**src/rtl/uart_arb_pkg.sv**
```systemverilog
// Shared types and defaults for the UART transmit arbiter.
// Latency: none (types, constants and an elaboration-time helper only).
// Backpressure: not applicable.
package uart_arb_pkg;

  localparam int DEF_N_REQ       = 4;
  localparam int DEF_DATA_W      = 8;
  localparam int DEF_TIMEOUT_CYC = 65535;

  typedef enum logic [2:0] {
    IDLE,
    START,
    WAIT_ACC,
    WAIT_DONE,
    DONE
  } arb_state_t;

  // Width of a requester index; never narrower than one bit.
  function automatic int idx_w(input int n);
    return (n <= 2) ? 1 : $clog2(n);
  endfunction

endpackage

```
**src/rtl/uart_rr_pick.sv**
```systemverilog
// Round-robin picker: first set request at or after ptr, wrapping past N_REQ-1 to 0.
// Latency: purely combinational.
// Backpressure: none; valid simply reflects whether any request is set.
module uart_rr_pick
  import uart_arb_pkg::*;
#(
  parameter int N_REQ = DEF_N_REQ
) (
  input  logic [N_REQ-1:0]        req,
  input  logic [idx_w(N_REQ)-1:0] ptr,
  output logic [idx_w(N_REQ)-1:0] winner,
  output logic                    valid
);

  localparam int IW = idx_w(N_REQ);

  logic [IW-1:0] idx;

  // Scan from farthest to nearest offset so the request closest to ptr wins last.
  always_comb begin
    winner = '0;
    idx    = '0;
    valid  = |req;
    for (int off = N_REQ - 1; off >= 0; off--) begin
      idx = IW'((int'(ptr) + off) % N_REQ);
      if (req[idx]) winner = idx;
    end
  end

endmodule

```
**src/rtl/uart_tx_arbiter.sv**
```systemverilog
// Shares one UART transmitter among N_REQ requesters with round-robin fairness.
// Latency: tx_start one cycle after the IDLE edge that samples req; ack one cycle after tx_rdy returns.
// Backpressure: waits in IDLE while tx_rdy=0; optional watchdog (UART_TX_ARB_TIMEOUT_EN) forces completion.
module uart_tx_arbiter
  import uart_arb_pkg::*;
#(
  parameter int N_REQ       = DEF_N_REQ,
  parameter int DATA_W      = DEF_DATA_W,
  parameter int TIMEOUT_CYC = DEF_TIMEOUT_CYC
) (
  input  logic                      clk,
  input  logic                      rst,
  input  logic [N_REQ-1:0]          req,
  input  logic [N_REQ*DATA_W-1:0]   req_data,
  output logic [N_REQ-1:0]          ack,
  output logic [DATA_W-1:0]         tx_data,
  output logic                      tx_start,
  input  logic                      tx_rdy,
  output logic [idx_w(N_REQ)-1:0]   grant_id,
  output logic                      busy,
  output logic                      err
);

  localparam int IW = idx_w(N_REQ);

  if (N_REQ < 2 || N_REQ > 8 || TIMEOUT_CYC < 2) begin : g_bad_cfg
    $error("uart_tx_arbiter: N_REQ must be 2..8 and TIMEOUT_CYC at least 2");
  end

  arb_state_t        state;
  logic [IW-1:0]     ptr;
  logic [IW-1:0]     pick_id;
  logic              pick_vld;
  logic [DATA_W-1:0] req_bytes [N_REQ];
  logic              timeout;

  uart_rr_pick #(.N_REQ(N_REQ)) u_pick (
    .req    (req),
    .ptr    (ptr),
    .winner (pick_id),
    .valid  (pick_vld)
  );

  // Unpack the flat request data bus into one byte per requester.
  always_comb begin
    for (int i = 0; i < N_REQ; i++) begin
      req_bytes[i] = req_data[i*DATA_W +: DATA_W];
    end
  end

  assign busy = (state != IDLE);

`ifdef UART_TX_ARB_TIMEOUT_EN
  localparam int WD_W = $clog2(TIMEOUT_CYC);

  logic [WD_W-1:0] wd;
  logic            in_wait;
  logic            leaving;

  assign in_wait = (state == WAIT_ACC) || (state == WAIT_DONE);
  assign leaving = ((state == WAIT_ACC) && !tx_rdy) || ((state == WAIT_DONE) && tx_rdy);
  assign timeout = in_wait && (wd == WD_W'(TIMEOUT_CYC - 1));

  // Watchdog: counts cycles inside one wait state, restarts on every state entry;
  // err is raised in the last wait cycle so the forced ack lands right after it.
  always_ff @(posedge clk or posedge rst) begin
    if (rst) begin
      wd  <= '0;
      err <= 1'b0;
    end else begin
      err <= in_wait && !leaving && (wd == WD_W'(TIMEOUT_CYC - 2));
      if (!in_wait || leaving || timeout) wd <= '0;
      else                                wd <= wd + 1'b1;
    end
  end
`else
  assign timeout = 1'b0;
  assign err     = 1'b0;
`endif

  // Transfer sequencer: arbitrate, pulse start, follow tx_rdy handshake, acknowledge.
  always_ff @(posedge clk or posedge rst) begin
    if (rst) begin
      state    <= IDLE;
      ptr      <= '0;
      grant_id <= '0;
      tx_data  <= '0;
      tx_start <= 1'b0;
      ack      <= '0;
    end else begin
      tx_start <= 1'b0;
      ack      <= '0;
      case (state)
        IDLE: begin
          if (pick_vld && tx_rdy) begin
            grant_id <= pick_id;
            tx_data  <= req_bytes[pick_id];
            tx_start <= 1'b1;
            state    <= START;
          end
        end
        START: begin
          state <= WAIT_ACC;
        end
        WAIT_ACC: begin
          if (timeout) begin
            ack   <= N_REQ'(1) << grant_id;
            state <= DONE;
          end else if (!tx_rdy) begin
            state <= WAIT_DONE;
          end
        end
        WAIT_DONE: begin
          if (timeout || tx_rdy) begin
            ack   <= N_REQ'(1) << grant_id;
            state <= DONE;
          end
        end
        DONE: begin
          ptr   <= (grant_id == IW'(N_REQ - 1)) ? '0 : grant_id + 1'b1;
          state <= IDLE;
        end
        default: state <= IDLE;
      endcase
    end
  end

endmodule
```
**config.mk**
```make
export PLATFORM = sky130hd
export DESIGN_NAME = uart_tx_arbiter
export DESIGN_NICKNAME = d
export VERILOG_FILES = /design/src/rtl/uart_arb_pkg.sv /design/src/rtl/uart_rr_pick.sv /design/src/rtl/uart_tx_arbiter.sv
export SDC_FILE = /design/constraint.sdc
export NUM_CORES = 1
export LEC_CHECK = 0
export ABC_CLOCK_PERIOD_IN_PS = 2900
export CAP_MARGIN = 15
export CORE_MARGIN = 2
export CORE_UTILIZATION = 42
export DETAILED_ROUTE_END_ITERATION = 7
export GPL_TIMING_DRIVEN = 0
export PLACE_DENSITY_LB_ADDON = 0.05
export RECOVER_POWER = 100
export SLEW_MARGIN = 15
export SYNTH_ARGS = -nofsm -noshare
export SYNTH_HDL_FRONTEND = slang
export SYNTH_SLANG_ARGS = --single-unit
```
**constraint.sdc**
```tcl
create_clock -name clk -period 2.9 [get_ports clk]
set_clock_uncertainty 0.1 [all_clocks]
set_input_delay 0.87 -clock clk [delete_from_list [all_inputs] [get_ports clk]]
set_output_delay 0.87 -clock clk [all_outputs]
set_load 0.02 [all_outputs]
```
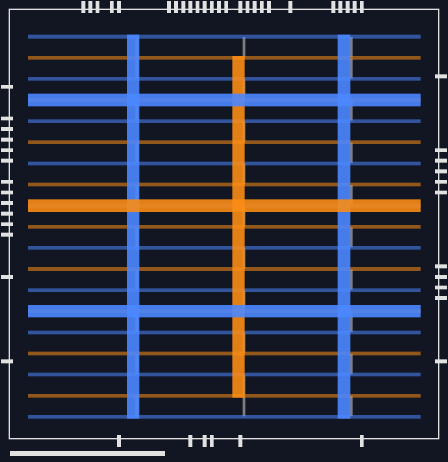
Fig. 1. PDN straps and rails.
Scale bar: 20 µm. Pins as bars on the die edge. Tap cells in gray.
color	net
blue	VSS
orange	VDD
met1 rails	19
signal pins	56
VDD IR-drop max: 0.000505 V
die height: 55.1 µm
Std-Cell Core Area: 2480 µm²
width of the chip: 55.1 µm

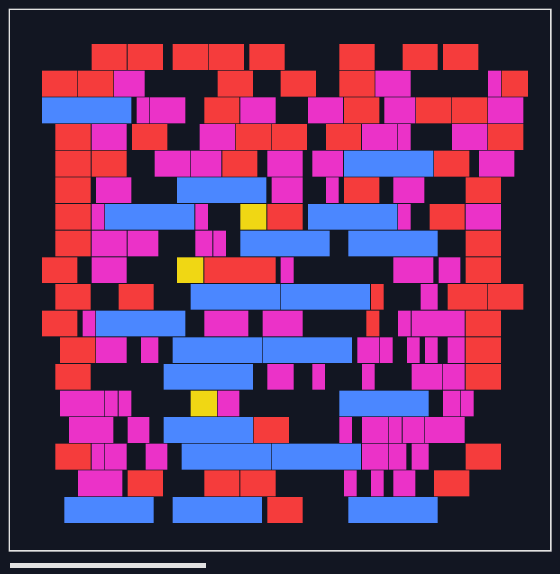
Fig. 2. Cells colored by class.
Scale bar: 20 µm.
color	class	cells	share of their area
blue	flip-flops	20	30%
yellow	cells driving clock nets	3	1.4%
red	other buffers and delay cells	59	36%
magenta	all other logic	76	33%
Final Util: 0.682
Std-Cell Rows: 18
share of cell area taken by flip-flops and latches: 0.296
post-route standard cell area excluding fillers: 1690 µm²

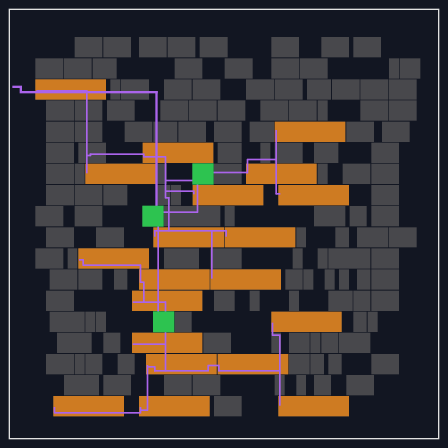
Fig. 3. Clock distribution.
[purple] clock wires | length: 221 µm
[orange] flip-flops | count: 20
[green] cells driving clock nets | count: 3
routed clock nets	4
power in the clock group: 0.000126 W
Latency at later pin: 290 ps

==> changes_impl.md <==
### Metrics

* Status: completed
* Post-cts resize count at 0
* Cell Type Count at 31
* Pin count of the biggest net entering global routing at 21
* H-tree lvl count at 1
* Count of yosys warnings during synthesis at 0
* Number of multi-input combinational cells in the layout at between 60 and 70
* Buffers added on ports at approximately 54
* Routed length on met1 at ~1.0 mm
* Worst-Margin Slew at between 700 and 800 ps
* Largest fanout on the critical path at 6
* Sequential fraction of the synthesis area at 0.456
* Flop+latch power at roughly 0.00045 W
* Worst Path Buf+Inv at 1
* Hold Crit Class: flop to flop
* Fraction of power consumed by sequential logic at 0.358
* Largest register FFs at 8
* Fmax achieved at about 370 MHz
* Number of DRC markers after the initial detailed-route iteration at 0
* Total nets after synthesis at between 100 and 150
* Worst r2r src: ptr[1]
* Routed wire length on met2 at about 1.4 mm
* PD cells at around 740 nW/µm²
* Gate count after technology mapping at between 100 and 150
* MUX share of area at 0.156
* Arrival time at the worst endpoint at about 1700 ps
* TritonCTS clock tree: built
* Area share of xor/xnor cells in the synthesized design at 0
* Total Neg Setup Slack at 0 ps
* Combinational Area at about 520 µm²
* Met1 global-route usage at 0.213
* DP HPWL at ~2.1 mm
* Final weighted congestion in routability-driven placement at around 0.77
* Period minus WS final at between 2000 and 3000 ps
* Dominant logic cell types in the final layout: 35 x sky130_fd_sc_hd__clkdlybuf4s50_1, 20 x sky130_fd_sc_hd__dfrtp_1, 19 x sky130_fd_sc_hd__dlygate4sd3_1, 16 x sky130_fd_sc_hd__mux2i_1, 12 x sky130_fd_sc_hd__nand2_1
* Growth of design area from synthesis to finish at 53.9%
* Gr ovfl total at 0
* Cell Count, Final, Fillers Out at 188
* Synth top cell by count: sky130_fd_sc_hd__dfrtp_1
Power figures rest on the tool's default switching activity, not on a simulated workload.
